--- config.mk ---
export PLATFORM = sky130hd
export DESIGN_NAME = vm2002_change_dispenser_flat
export DESIGN_NICKNAME = d
export VERILOG_FILES = /design/src/rtl/vm2002_change_dispenser_if.sv /design/src/rtl/vm2002_change_dispenser.sv /design/src/flat_wrapper.sv
export SDC_FILE = /design/constraint.sdc
export NUM_CORES = 1
export LEC_CHECK = 0
export ABC_CLOCK_PERIOD_IN_PS = 2450
export CORE_MARGIN = 1.5
export CORE_UTILIZATION = 50
export CTS_CLUSTER_DIAMETER = 100
export CTS_CLUSTER_SIZE = 12
export DETAILED_ROUTE_END_ITERATION = 7
export PLACE_DENSITY_LB_ADDON = 0.3
export SYNTH_ARGS = -nofsm -noshare
export SYNTH_HDL_FRONTEND = slang
export SYNTH_SLANG_ARGS = --single-unit
--- constraint.sdc ---
create_clock -name clk -period 2.45 [get_ports clk]
set_input_delay 0.6125 -clock clk [delete_from_list [all_inputs] [get_ports clk]]
set_output_delay 0.6125 -clock clk [all_outputs]
set_load 0.02 [all_outputs]
--- src/rtl/vm2002_change_dispenser_if.sv ---
// -----------------------------------------------------------------------------
// vm2002_change_dispenser_if
//
// Bundles every non-clock signal of the change dispenser. There are three
// groups:
//   - change request and result: change_req, change_amount, change_busy,
//     change_done, change_short, remaining
//   - ejector handshake: coin_valid, coin_type, coin_ready
//   - tube bookkeeping: deposit_valid, deposit_coin, nickel_cnt, dime_cnt,
//     quarter_cnt
//
// Modports:
//   master : the surroundings. This is the vending FSM, the ejector and the
//            coin router. It drives requests, coin_ready and deposits.
//   slave  : the dispenser itself.
// -----------------------------------------------------------------------------
interface vm2002_change_dispenser_if #(
   parameter int AMOUNT_W = 8,
   parameter int TUBE_W   = 4
);
   // change request / result
   logic                change_req;
   logic [AMOUNT_W-1:0] change_amount;
   logic                change_busy;
   logic                change_done;
   logic                change_short;
   logic [AMOUNT_W-1:0] remaining;

   // ejector handshake
   logic                coin_valid;
   logic [1:0]          coin_type;
   logic                coin_ready;

   // tube bookkeeping
   logic                deposit_valid;
   logic [1:0]          deposit_coin;
   logic [TUBE_W-1:0]   nickel_cnt;
   logic [TUBE_W-1:0]   dime_cnt;
   logic [TUBE_W-1:0]   quarter_cnt;

   modport master (
      output change_req, change_amount, coin_ready, deposit_valid, deposit_coin,
      input  change_busy, change_done, change_short, remaining,
             coin_valid, coin_type, nickel_cnt, dime_cnt, quarter_cnt
   );

   modport slave (
      input  change_req, change_amount, coin_ready, deposit_valid, deposit_coin,
      output change_busy, change_done, change_short, remaining,
             coin_valid, coin_type, nickel_cnt, dime_cnt, quarter_cnt
   );
endinterface

--- src/rtl/vm2002_change_dispenser.sv ---
// -----------------------------------------------------------------------------
// vm2002_change_dispenser
//
// Pays out change after a vend or a cancel. It also keeps count of the coins
// in each tube.
//
// The owed amount is captured when change_req arrives. The block then loops
// through SELECT and EJECT. Each SELECT picks the largest coin that is both
// in stock and no larger than the balance. Each EJECT offers that coin to the
// ejector with a valid/ready handshake. When nothing more can be paid, DONE
// pulses change_done for one cycle. change_short flags any unpaid residue,
// and that residue is left in remaining.
//
// Coins routed into the tubes (deposit_valid/deposit_coin) are counted in
// every state. Each tube count saturates at its maximum value.
//
// Ports:
//   clk    : system clock, rising edge
//   rst_n  : asynchronous active-low reset
//   bus    : vm2002_change_dispenser_if.slave, which carries
//            - change_req / change_amount  (in)  start request and amount
//            - change_busy                 (out) high outside IDLE
//            - coin_valid / coin_type      (out) coin offered to the ejector
//            - coin_ready                  (in)  ejector accepts the coin
//            - change_done / change_short  (out) end pulse and shortfall flag
//            - remaining                   (out) balance still owed
//            - deposit_valid / deposit_coin(in)  coin routed into a tube
//            - nickel/dime/quarter_cnt     (out) tube stock
// -----------------------------------------------------------------------------
module vm2002_change_dispenser #(
   parameter int AMOUNT_W   = 8,
   parameter int TUBE_W     = 4,
   parameter int TUBE_RESET = 8
) (
   input  logic                        clk,
   input  logic                        rst_n,
   vm2002_change_dispenser_if.slave    bus
);

   typedef enum logic [1:0] {
      COIN_NONE    = 2'd0,
      COIN_NICKEL  = 2'd1,
      COIN_DIME    = 2'd2,
      COIN_QUARTER = 2'd3
   } coins_t;

   typedef enum logic [1:0] {
      IDLE   = 2'd0,
      SELECT = 2'd1,
      EJECT  = 2'd2,
      DONE   = 2'd3
   } state_t;

   localparam logic [TUBE_W-1:0]   TUBE_INIT = TUBE_W'(TUBE_RESET);
   localparam logic [TUBE_W-1:0]   TUBE_MAX  = '1;
   localparam logic [AMOUNT_W-1:0] VAL_N     = AMOUNT_W'(5);
   localparam logic [AMOUNT_W-1:0] VAL_D     = AMOUNT_W'(10);
   localparam logic [AMOUNT_W-1:0] VAL_Q     = AMOUNT_W'(25);

   function automatic logic [AMOUNT_W-1:0] coin_value(input coins_t c);
      case (c)
         COIN_NICKEL:  coin_value = VAL_N;
         COIN_DIME:    coin_value = VAL_D;
         COIN_QUARTER: coin_value = VAL_Q;
         default:      coin_value = '0;
      endcase
   endfunction

   state_t              state_q, state_d;
   logic [AMOUNT_W-1:0] remaining_q, remaining_d;
   coins_t              coin_type_q, coin_type_d;
   coins_t              pick;
   logic                handshake;

   // Tube stock, indexed by coins_t code (1 = nickel .. 3 = quarter).
   logic [TUBE_W-1:0]   tube_cnt [1:3];
   logic [3:1]          dep_hit;
   logic [3:1]          ej_hit;

   assign handshake = (state_q == EJECT) && bus.coin_ready;

   // ---------------------------------------------------------------------------
   // Greedy coin choice. It is based only on the registered tube counts, so a
   // deposit landing in this same cycle affects the following SELECT.
   // ---------------------------------------------------------------------------
   always_comb begin
      pick = COIN_NONE;
      if (remaining_q >= VAL_Q && tube_cnt[3] != '0)
         pick = COIN_QUARTER;
      else if (remaining_q >= VAL_D && tube_cnt[2] != '0)
         pick = COIN_DIME;
      else if (remaining_q >= VAL_N && tube_cnt[1] != '0)
         pick = COIN_NICKEL;
   end

   // ---------------------------------------------------------------------------
   // FSM: next state and next data.
   // ---------------------------------------------------------------------------
   // NOTE: every variable written here gets a default first. Otherwise a path
   // that skips an assignment would infer a latch.
   always_comb begin
      state_d     = state_q;
      remaining_d = remaining_q;
      coin_type_d = coin_type_q;
      case (state_q)
         IDLE: begin
            if (bus.change_req) begin
               remaining_d = bus.change_amount;
               state_d     = SELECT;
            end
         end
         SELECT: begin
            if (pick != COIN_NONE) begin
               coin_type_d = pick;
               state_d     = EJECT;
            end else begin
               state_d     = DONE;
            end
         end
         EJECT: begin
            // coin_type_q is only chosen when its value is <= remaining_q,
            // so this subtraction cannot wrap.
            if (bus.coin_ready) begin
               remaining_d = remaining_q - coin_value(coin_type_q);
               state_d     = SELECT;
            end
         end
         DONE:    state_d = IDLE;
         default: state_d = IDLE;
      endcase
   end

   // NOTE: sequential state is written with non-blocking assignments. All
   // registers then update together from the values present before the edge.
   always_ff @(posedge clk or negedge rst_n) begin
      if (!rst_n) begin
         state_q     <= IDLE;
         remaining_q <= '0;
         coin_type_q <= COIN_NONE;
      end else begin
         state_q     <= state_d;
         remaining_q <= remaining_d;
         coin_type_q <= coin_type_d;
      end
   end

   // ---------------------------------------------------------------------------
   // Tube bookkeeping.
   // A deposit and an ejection on the same tube cancel out. This still holds
   // when the tube is full: the saturating increment is not allowed to hide
   // the decrement.
   // ---------------------------------------------------------------------------
   always_comb begin
      dep_hit = '0;
      ej_hit  = '0;
      for (int i = 1; i <= 3; i++) begin
         dep_hit[i] = bus.deposit_valid && (bus.deposit_coin == 2'(i));
         ej_hit[i]  = handshake && (coin_type_q == coins_t'(i));
      end
   end

   // NOTE: this small array is reset on purpose. The tubes must reload to a
   // known stock on reset. Large storage arrays normally are not reset.
   always_ff @(posedge clk or negedge rst_n) begin
      if (!rst_n) begin
         for (int i = 1; i <= 3; i++) tube_cnt[i] <= TUBE_INIT;
      end else begin
         for (int i = 1; i <= 3; i++) begin
            if (dep_hit[i] && !ej_hit[i]) begin
               if (tube_cnt[i] != TUBE_MAX) tube_cnt[i] <= tube_cnt[i] + 1'b1;
            end else if (ej_hit[i] && !dep_hit[i]) begin
               tube_cnt[i] <= tube_cnt[i] - 1'b1;
            end
         end
      end
   end

   // ---------------------------------------------------------------------------
   // Outputs. The strobes are decoded from the state register. Because of
   // this, coin_valid drops as soon as the asynchronous reset clears the
   // state.
   // ---------------------------------------------------------------------------
   assign bus.change_busy  = (state_q != IDLE);
   assign bus.coin_valid   = (state_q == EJECT);
   assign bus.coin_type    = coin_type_q;
   assign bus.change_done  = (state_q == DONE);
   assign bus.change_short = (state_q == DONE) && (remaining_q != '0);
   assign bus.remaining    = remaining_q;
   assign bus.nickel_cnt   = tube_cnt[1];
   assign bus.dime_cnt     = tube_cnt[2];
   assign bus.quarter_cnt  = tube_cnt[3];

endmodule

--- src/flat_wrapper.sv ---
// flat-port wrapper written by rule: the top's interface ports become plain ports
module vm2002_change_dispenser_flat 
#(
   parameter int AMOUNT_W   = 8,
   parameter int TUBE_W     = 4,
   parameter int TUBE_RESET = 8
)
  (clk, rst_n, bus_change_req, bus_change_amount, bus_coin_ready, bus_deposit_valid, bus_deposit_coin, bus_change_busy, bus_change_done, bus_change_short, bus_remaining, bus_coin_valid, bus_coin_type, bus_nickel_cnt, bus_dime_cnt, bus_quarter_cnt);
  vm2002_change_dispenser_if #(.AMOUNT_W(AMOUNT_W), .TUBE_W(TUBE_W)) bus_i ();
  input  logic clk;
  input  logic rst_n;
  input wire logic [$bits(bus_i.change_req)-1:0] bus_change_req;
  input wire logic [$bits(bus_i.change_amount)-1:0] bus_change_amount;
  input wire logic [$bits(bus_i.coin_ready)-1:0] bus_coin_ready;
  input wire logic [$bits(bus_i.deposit_valid)-1:0] bus_deposit_valid;
  input wire logic [$bits(bus_i.deposit_coin)-1:0] bus_deposit_coin;
  output wire logic [$bits(bus_i.change_busy)-1:0] bus_change_busy;
  output wire logic [$bits(bus_i.change_done)-1:0] bus_change_done;
  output wire logic [$bits(bus_i.change_short)-1:0] bus_change_short;
  output wire logic [$bits(bus_i.remaining)-1:0] bus_remaining;
  output wire logic [$bits(bus_i.coin_valid)-1:0] bus_coin_valid;
  output wire logic [$bits(bus_i.coin_type)-1:0] bus_coin_type;
  output wire logic [$bits(bus_i.nickel_cnt)-1:0] bus_nickel_cnt;
  output wire logic [$bits(bus_i.dime_cnt)-1:0] bus_dime_cnt;
  output wire logic [$bits(bus_i.quarter_cnt)-1:0] bus_quarter_cnt;
  assign bus_i.change_req = bus_change_req;
  assign bus_i.change_amount = bus_change_amount;
  assign bus_i.coin_ready = bus_coin_ready;
  assign bus_i.deposit_valid = bus_deposit_valid;
  assign bus_i.deposit_coin = bus_deposit_coin;
  assign bus_change_busy = bus_i.change_busy;
  assign bus_change_done = bus_i.change_done;
  assign bus_change_short = bus_i.change_short;
  assign bus_remaining = bus_i.remaining;
  assign bus_coin_valid = bus_i.coin_valid;
  assign bus_coin_type = bus_i.coin_type;
  assign bus_nickel_cnt = bus_i.nickel_cnt;
  assign bus_dime_cnt = bus_i.dime_cnt;
  assign bus_quarter_cnt = bus_i.quarter_cnt;
  vm2002_change_dispenser #(.AMOUNT_W(AMOUNT_W), .TUBE_W(TUBE_W), .TUBE_RESET(TUBE_RESET)) u_core (.clk(clk), .rst_n(rst_n), .bus(bus_i));
endmodule
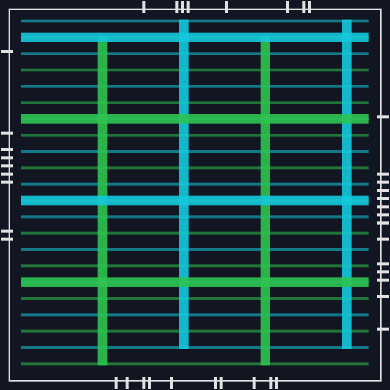
run_1/pdn.png
Scale: 6 px per µm. Pins as bars on the die edge.
VDD -> cyan
VSS -> green
met5 straps = 4
met1 rails = 22
rows = 21
met4 straps = 4
Die Wd: 61.7 µm
worst ir drop on vdd: 0.770 mV

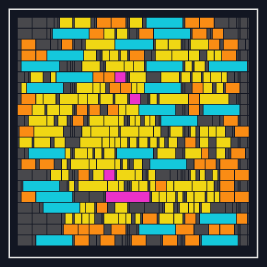
run_1/cell_classes.png
Scale: 4 px per µm. Fill, decap, tap and diode cells in gray.
all other logic -> yellow  # cells 154, share of their area 47%
flip-flops -> cyan  # cells 24, share of their area 26%
clock drivers and dummy loads -> magenta  # cells 4, share of their area 2.2%
other buffers and delay cells -> orange  # cells 65, share of their area 25%
final instance area: 0.00242 mm²
Seq/total area: 0.250
Core ar.: 0.00331 mm²
Rows: 21

==> reports/metrics.csv, run 1 <==
metric,value,unit
outcome,completed,
count of tool warnings,26,
Stages on worst setup path,10,
All-Layer GR Usage,0.234,
worst path buffer plus inverter count,2,
max incr delay on CP,0.45,ns
GR Util met3,0.0336,
DR WL met3,217,µm
switching part of the total,0.455,
top-area cell type share of the netlist area,0.305,
# fillers,265,
Final ANT Viol Nets,0,
H-tree levels,1,
nets,278,
min cycle time layout,2.33,ns
Synth-to-Final Area Change,40.5,%
synthesized area,0.00172,mm²
Logic family by area,AND-OR/OR-AND gates,
post-CTS repair timing setup buffer count,0,
Sink Count,24,
CTS tree,built,
XOR/XNOR share of the synthesized area,0.0458,
highest routed layer,met4,
Crit Path Max Fanout,4,
clock-pin slew on the worst setup and hold paths,0.15,ns
yosys adder share,0.126,
crit-path leading delay family,buffers and inverters,
comb_multi_in,148,
# Taps,46,
Synth area leader,dfrtp_1,
WHS Path Cells,1,
hold-fix buffers at CTS,0,
Int Pwr,1.89,mW
final worst slack,0.117,ns
flip-flops with a built-in enable,0,
GR Util met1,0.297,
post-cts gate resize count,4,
clock buffer depth,2,
Met1 Wirelength,1.84,mm
final worst path period share,0.952,
Inst Count DP,288,
clk cell area share,0.0217,
sequential share of power,0.255,
cells after synthesis,183,
initial antenna violation count,0,
final hold slack,0.526,ns
Hold Fails Final Rpt,0,
Cell Type Count,50,
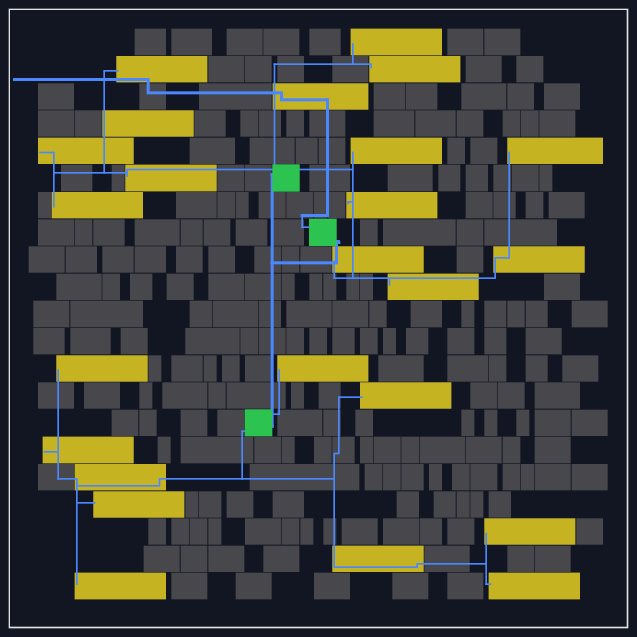
run_1/clock_map.png
Scale: 10 px per µm.
cells driving clock nets -> green  # count 3
flip-flops -> yellow  # count 24
clock wires -> blue  # length 315 µm
routed clock nets = 4
flops lie = spread over the die
clock network power: 0.297 mW
Worst Skew: 0.0125 ns
Clk Latency, worst-skew pair: 0.33 ns

[run 1: final timing paths]
kind                                                       from                                    to  slack, ns
setup / recovery                            bus_deposit_coin[0]    u_core.bus.dime_cnt[3]$_DFFE_PN1P_       0.12
max in group asynchronous                                 rst_n    u_core.bus.dime_cnt[3]$_DFFE_PN1P_       1.54
hold reg to reg            u_core.bus.nickel_cnt[3]$_DFFE_PN1P_  u_core.bus.nickel_cnt[3]$_DFFE_PN1P_       0.53
min in group asynchronous                                 rst_n         u_core.state_q[1]$_DFFE_PN0P_       0.62
hold / removal             u_core.bus.nickel_cnt[3]$_DFFE_PN1P_  u_core.bus.nickel_cnt[3]$_DFFE_PN1P_       0.53
setup reg to reg            u_core.bus.coin_type[0]$_DFFE_PN0P_   u_core.bus.remaining[7]$_DFFE_PN0P_       0.13
[run 1: placed cells by master (no fill, tap or decap), types with 5 or more instances in the layout]
| cell type | instances |
|---|---|
| mux2_1 | 5 |
| nand2_1 | 15 |
| a21o_1 | 6 |
| ha_1 | 11 |
| dfrtp_1 | 21 |
| nor2_1 | 12 |
| clkdlybuf4s50_1 | 37 |
| inv_1 | 6 |
| buf_4 | 25 |
| a21oi_1 | 16 |
| o21ai_0 | 13 |
| nor4_1 | 5 |
| xor2_1 | 5 |
[run 1: flip-flops by register name (all words and copies together), names as in the netlist]
signal,flops
u_core.bus.coin_type,2
u_core.bus.dime_cnt,4
u_core.bus.nickel_cnt,4
u_core.bus.quarter_cnt,4
u_core.bus.remaining,8
u_core.state_q,2
[run 1: worst register-to-register path, cell delays in order (launching register included)]
cell	delay, ns
dfrtp_1	0.49
nand2b_1	0.26
ha_1	0.30
nor2b_1	0.13
o21ai_0	0.22
a21boi_1	0.13
o21ai_0	0.30
a21oi_1	0.11
a221o_1	0.28
run_1/metal_stack.png
Scale: 6 px per µm. Only two layers are drawn.
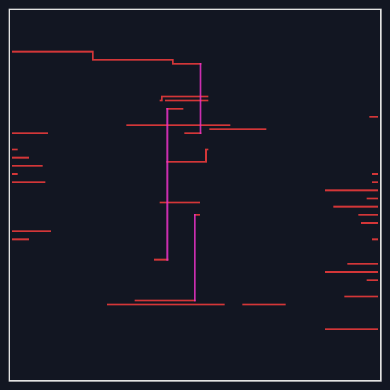

==> run 1 -> run 2 <==
--- a/config.mk
+++ b/config.mk
@@ -5,9 +5,9 @@
 export SDC_FILE = /design/constraint.sdc
 export NUM_CORES = 1
 export LEC_CHECK = 0
-export ABC_CLOCK_PERIOD_IN_PS = 2450
+export ABC_CLOCK_PERIOD_IN_PS = 2700
 export CORE_MARGIN = 1.5
-export CORE_UTILIZATION = 50
+export CORE_UTILIZATION = 54
 export CTS_CLUSTER_DIAMETER = 100
 export CTS_CLUSTER_SIZE = 12
 export DETAILED_ROUTE_END_ITERATION = 7
==> constraint.sdc (replaced) <==
create_clock -name clk -period 2.7 [get_ports clk]
set_input_delay 0.675 -clock clk [delete_from_list [all_inputs] [get_ports clk]]
set_output_delay 0.675 -clock clk [all_outputs]
set_load 0.02 [all_outputs]
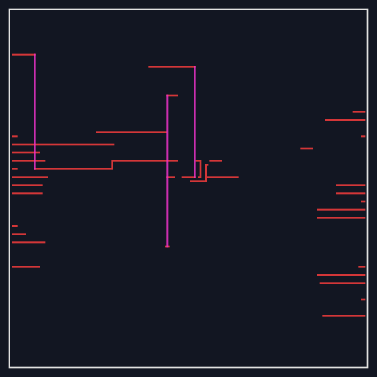
run_2/metal_stack.png
Scale: 6 px per µm. Only two layers are drawn.
met4 -> magenta  # wire length 62.6 µm
met3 -> red  # wire length 184 µm
Routed WL per cell: 14.9 µm
total number of vias: 1,610

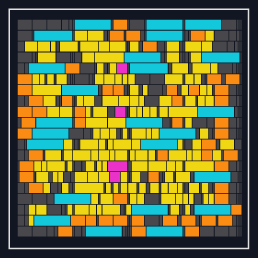
run_2/cell_classes.png
Scale: 4 px per µm. Fill, decap, tap and diode cells in gray.
clock drivers and dummy loads -> magenta  # cells 4, share of their area 1.6%
other buffers and delay cells -> orange  # cells 54, share of their area 22%
flip-flops -> cyan  # cells 24, share of their area 27%
all other logic -> yellow  # cells 154, share of their area 49%
post-layout util: 0.755
Seq/total area: 0.262
Rows: 20
final instance area: 0.00230 mm²

==> reports/metrics.csv, run 2 <==
metric,value,unit
post-CTS repair timing setup buffer count,0,
Cell Type Count,50,
"Clk Latency, worst-skew pair",0.33,ns
final worst slack,0.104,ns
worst path buffer plus inverter count,1,
final hold slack,0.525,ns
Critical path origin,bus_coin_ready,
sequential share of power,0.290,
FF-to-FF Start,u_core.bus.coin_type[0]$_DFFE_PN0P_,
outcome,completed,
flip-flops with a built-in enable,0,
switching part of the total,0.470,
nets,267,
number of flip-flops in the largest register,8,
Die Wd,59.5,µm
Stages on worst setup path,11,
Final ANT Viol Nets,0,
Core ar.,0.00305,mm²
Synth area leader,dfrtp_1,
Min-Delay Startpoint,u_core.bus.nickel_cnt[3]$_DFFE_PN1P_,
Crit Path Max Fanout,6,
count of tool warnings,26,
All-Layer GR Usage,0.259,
initial antenna violation count,0,
Inst Count DP,276,
worst ir drop on vdd,0.648,mV
-- run 2: cell counts after synthesis --
No cell type changed its count.
-- run 2: cell type report --
type | instances | share of cell area
clock buffers | 4 | 0.0157
inverters | 6 | 0.00977
multi-input cells | 148 | 0.470
flip-flops and latches | 24 | 0.262
well taps | 44 | 0.0239
repair buffers | 54 | 0.219
-- run 2: cell families (layout without fill, tap and decap cells) --
family | count (synthesis) | after routing | synth area share
muxes | 7 | 7 | 0.0443
buffers and inverters | 11 | 64 | 0.0254
and+or+nand+nor | 61 | 61 | 0.191
xor gates and xnor gates | 9 | 9 | 0.0458
AOI/OAI and AO/OA | 56 | 56 | 0.216
DFF | 24 | 24 | 0.351
adders and majority gates | 15 | 15 | 0.126
-- run 2: path summary, 6_finish.rpt --
kind	endpoint	slack (ns)
worst max-delay path	u_core.bus.dime_cnt[3]$_DFFE_PN1P_	0.10
min in group asynchronous	u_core.bus.remaining[5]$_DFFE_PN0P_	0.68
worst min-delay path	u_core.bus.nickel_cnt[3]$_DFFE_PN1P_	0.53
worst min register to register	u_core.bus.nickel_cnt[3]$_DFFE_PN1P_	0.53
worst max register to register	u_core.bus.dime_cnt[3]$_DFFE_PN1P_	0.33
max in group asynchronous	u_core.bus.nickel_cnt[3]$_DFFE_PN1P_	1.72
-- run 2: layer usage --
metal | GRT usage | share of wire | vias to the layer above
li1 | - | - | 778
met1 | 0.326 | 0.43 | 783
met2 | 0.460 | 0.51 | 42
met3 | 0.0262 | 0.044 | 7
met4 | 0.0844 | 0.015 | 0
met5 | 0 | 0 | -
-- run 2: power groups by stage --
stage	sequential [mW]	combinational (mW)	clock, mW
floorplan	1.00	1.01	0
global placement	0.829	1.83	0
detailed placement	0.857	1.90	0
CTS	0.853	1.91	0.208
global route	0.901	2.12	0.221
finish	0.863	1.91	0.205
run_2/clock_map.png
Scale: 10 px per µm.
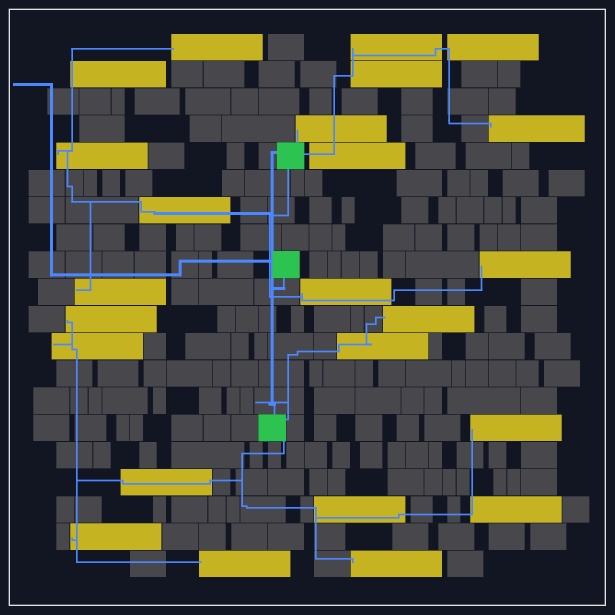

==> run 2 -> run 3 <==
--- a/config.mk
+++ b/config.mk
@@ -6,8 +6,10 @@
 export NUM_CORES = 1
 export LEC_CHECK = 0
 export ABC_CLOCK_PERIOD_IN_PS = 2700
+export CELL_PAD_IN_SITES_DETAIL_PLACEMENT = 1
+export CELL_PAD_IN_SITES_GLOBAL_PLACEMENT = 1
 export CORE_MARGIN = 1.5
-export CORE_UTILIZATION = 54
+export CORE_UTILIZATION = 40
 export CTS_CLUSTER_DIAMETER = 100
 export CTS_CLUSTER_SIZE = 12
 export DETAILED_ROUTE_END_ITERATION = 7
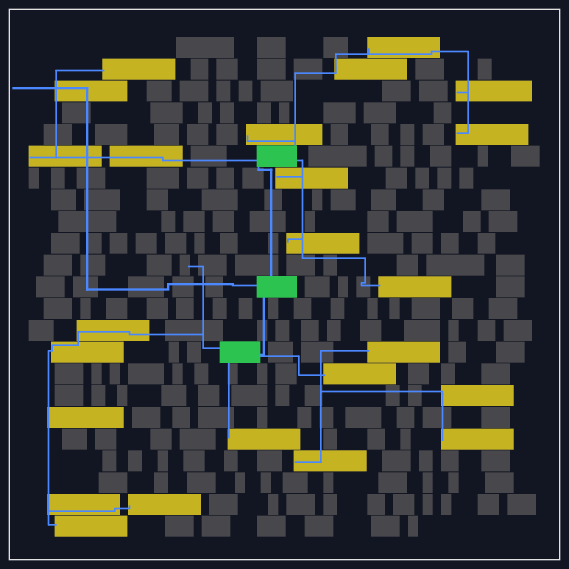
run_3/clock_map.png
Scale: 8 px per µm.
cells driving clock nets -> green  # count 3
flip-flops -> yellow  # count 24
clock wires -> blue  # length 372 µm
flops lie = spread over the die
routed clock nets = 4
clock network power share: 0.074
Clk Latency, worst-skew pair: 0.27 ns

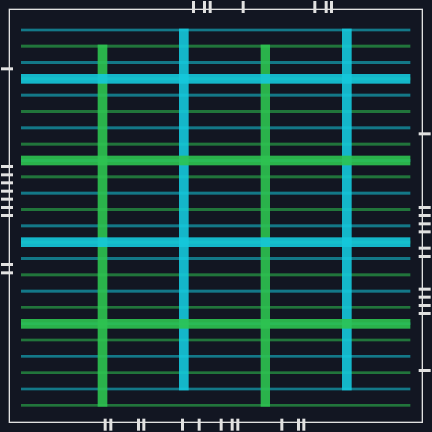
run_3/pdn.png
Scale: 6 px per µm. Pins as bars on the die edge.
VSS -> green
VDD -> cyan
signal pins = 41
met4 straps = 4
met1 rails = 24
met5 straps = 4
Die Wd: 68.6 µm
worst ir drop on vdd: 0.547 mV
Core ar.: 0.00406 mm²
Die Y-Extent: 68.6 µm

==> reports/metrics.csv, run 3 <==
metric,value,unit
All-Layer GR Usage,0.228,
Int Pwr,1.62,mW
Synth area leader,dfrtp_1,
hold-fix buffers at CTS,0,
WHS Path Cells,1,
flip-flops with a built-in enable,0,
CTS tree,built,
Synth Area in Compound Gates,0.216,
Hold Fails Final Rpt,0,
comb pwr,2.00,mW
final instance area,0.00234,mm²
Logic family by area,AND-OR/OR-AND gates,
final worst path period share,0.939,
final worst slack,0.166,ns
post-layout util,0.578,
final hold slack,0.517,ns
count of tool warnings,26,
Crit Path Max Fanout,5,
# fillers,470,
Sink Count,24,
Top cells excl fill/tap,"clkdlybuf4s50_1, dfrtp_1, a21oi_1, buf_4, nand2_1",
simple share,0.191,
total number of vias,1622,
XOR/XNOR share of the synthesized area,0.0458,
Routed WL per cell,16.7,µm
Worst Skew,0.00369,ns
clock network power,0.228,mW
clock buffer depth,2,
sequential share of power,0.278,
min cycle time layout,2.53,ns
top-area cell type share of the netlist area,0.305,
mux share,0.0443,
Final ANT Viol Nets,0,
H-tree levels,1,
initial antenna violation count,0,
synthesized area,0.00172,mm²
Rows,23,
clock-pin slew on the worst setup and hold paths,0.09,ns
outcome,completed,
cells after synthesis,183,
Top power group,combinational cells,
P_seq,0.858,mW
Top cell excl fill/tap,clkdlybuf4s50_1,
Synth-to-Final Area Change,36.1,%
number of flip-flops in the largest register,8,
post-CTS repair timing setup buffer count,0,
Cell Type Count,50,
Inst Count DP,285,
==> run 3: metal layers <==
layer	routed length, µm	share of wire	vias up	GRT usage
met5	0	0	-	0
met4	49	0.010	0	0.0600
met3	138	0.029	5	0.0308
met2	2570	0.53	27	0.436
met1	2060	0.43	810	0.262
li1	-	-	780	-
==> run 3: worst max-delay path: stages <==
cell and delay [ns]:
clkdlybuf4s50_1 0.48, nand3b_4 0.15, nor2_2 0.05, or2_2 0.35, ha_1 0.29, a21o_1 0.19
a21oi_1 0.19, nand3_1 0.12, o21ai_0 0.09, nor2_1 0.06, a21oi_1 0.11
==> run 3: worst paths after layout <==
kind	to	start	slack [ns]
worst max-delay path	u_core.bus.dime_cnt[3]$_DFFE_PN1P_	bus_coin_ready	0.17
worst min-delay path	u_core.bus.nickel_cnt[3]$_DFFE_PN1P_	u_core.bus.nickel_cnt[3]$_DFFE_PN1P_	0.52
worst max register to register	u_core.bus.remaining[5]$_DFFE_PN0P_	u_core.bus.coin_type[0]$_DFFE_PN0P_	0.27
worst min register to register	u_core.bus.nickel_cnt[3]$_DFFE_PN1P_	u_core.bus.nickel_cnt[3]$_DFFE_PN1P_	0.52
max in group asynchronous	u_core.bus.quarter_cnt[3]$_DFFE_PN1P_	rst_n	1.64
min in group asynchronous	u_core.bus.remaining[6]$_DFFE_PN0P_	rst_n	0.76
==> run 3: final cells by class <==
class / count / area (µm²) / area share
multi-input combinational: 148 / 1080 / 0.462
tap: 50 / 62.6 / 0.0267
timing repair buffer: 57 / 527 / 0.225
sequential: 24 / 604 / 0.258
inverter: 6 / 22.5 / 0.00961
clock buffer: 4 / 45.0 / 0.0192
Power figures rest on the tool's default switching activity, not on a simulated workload.
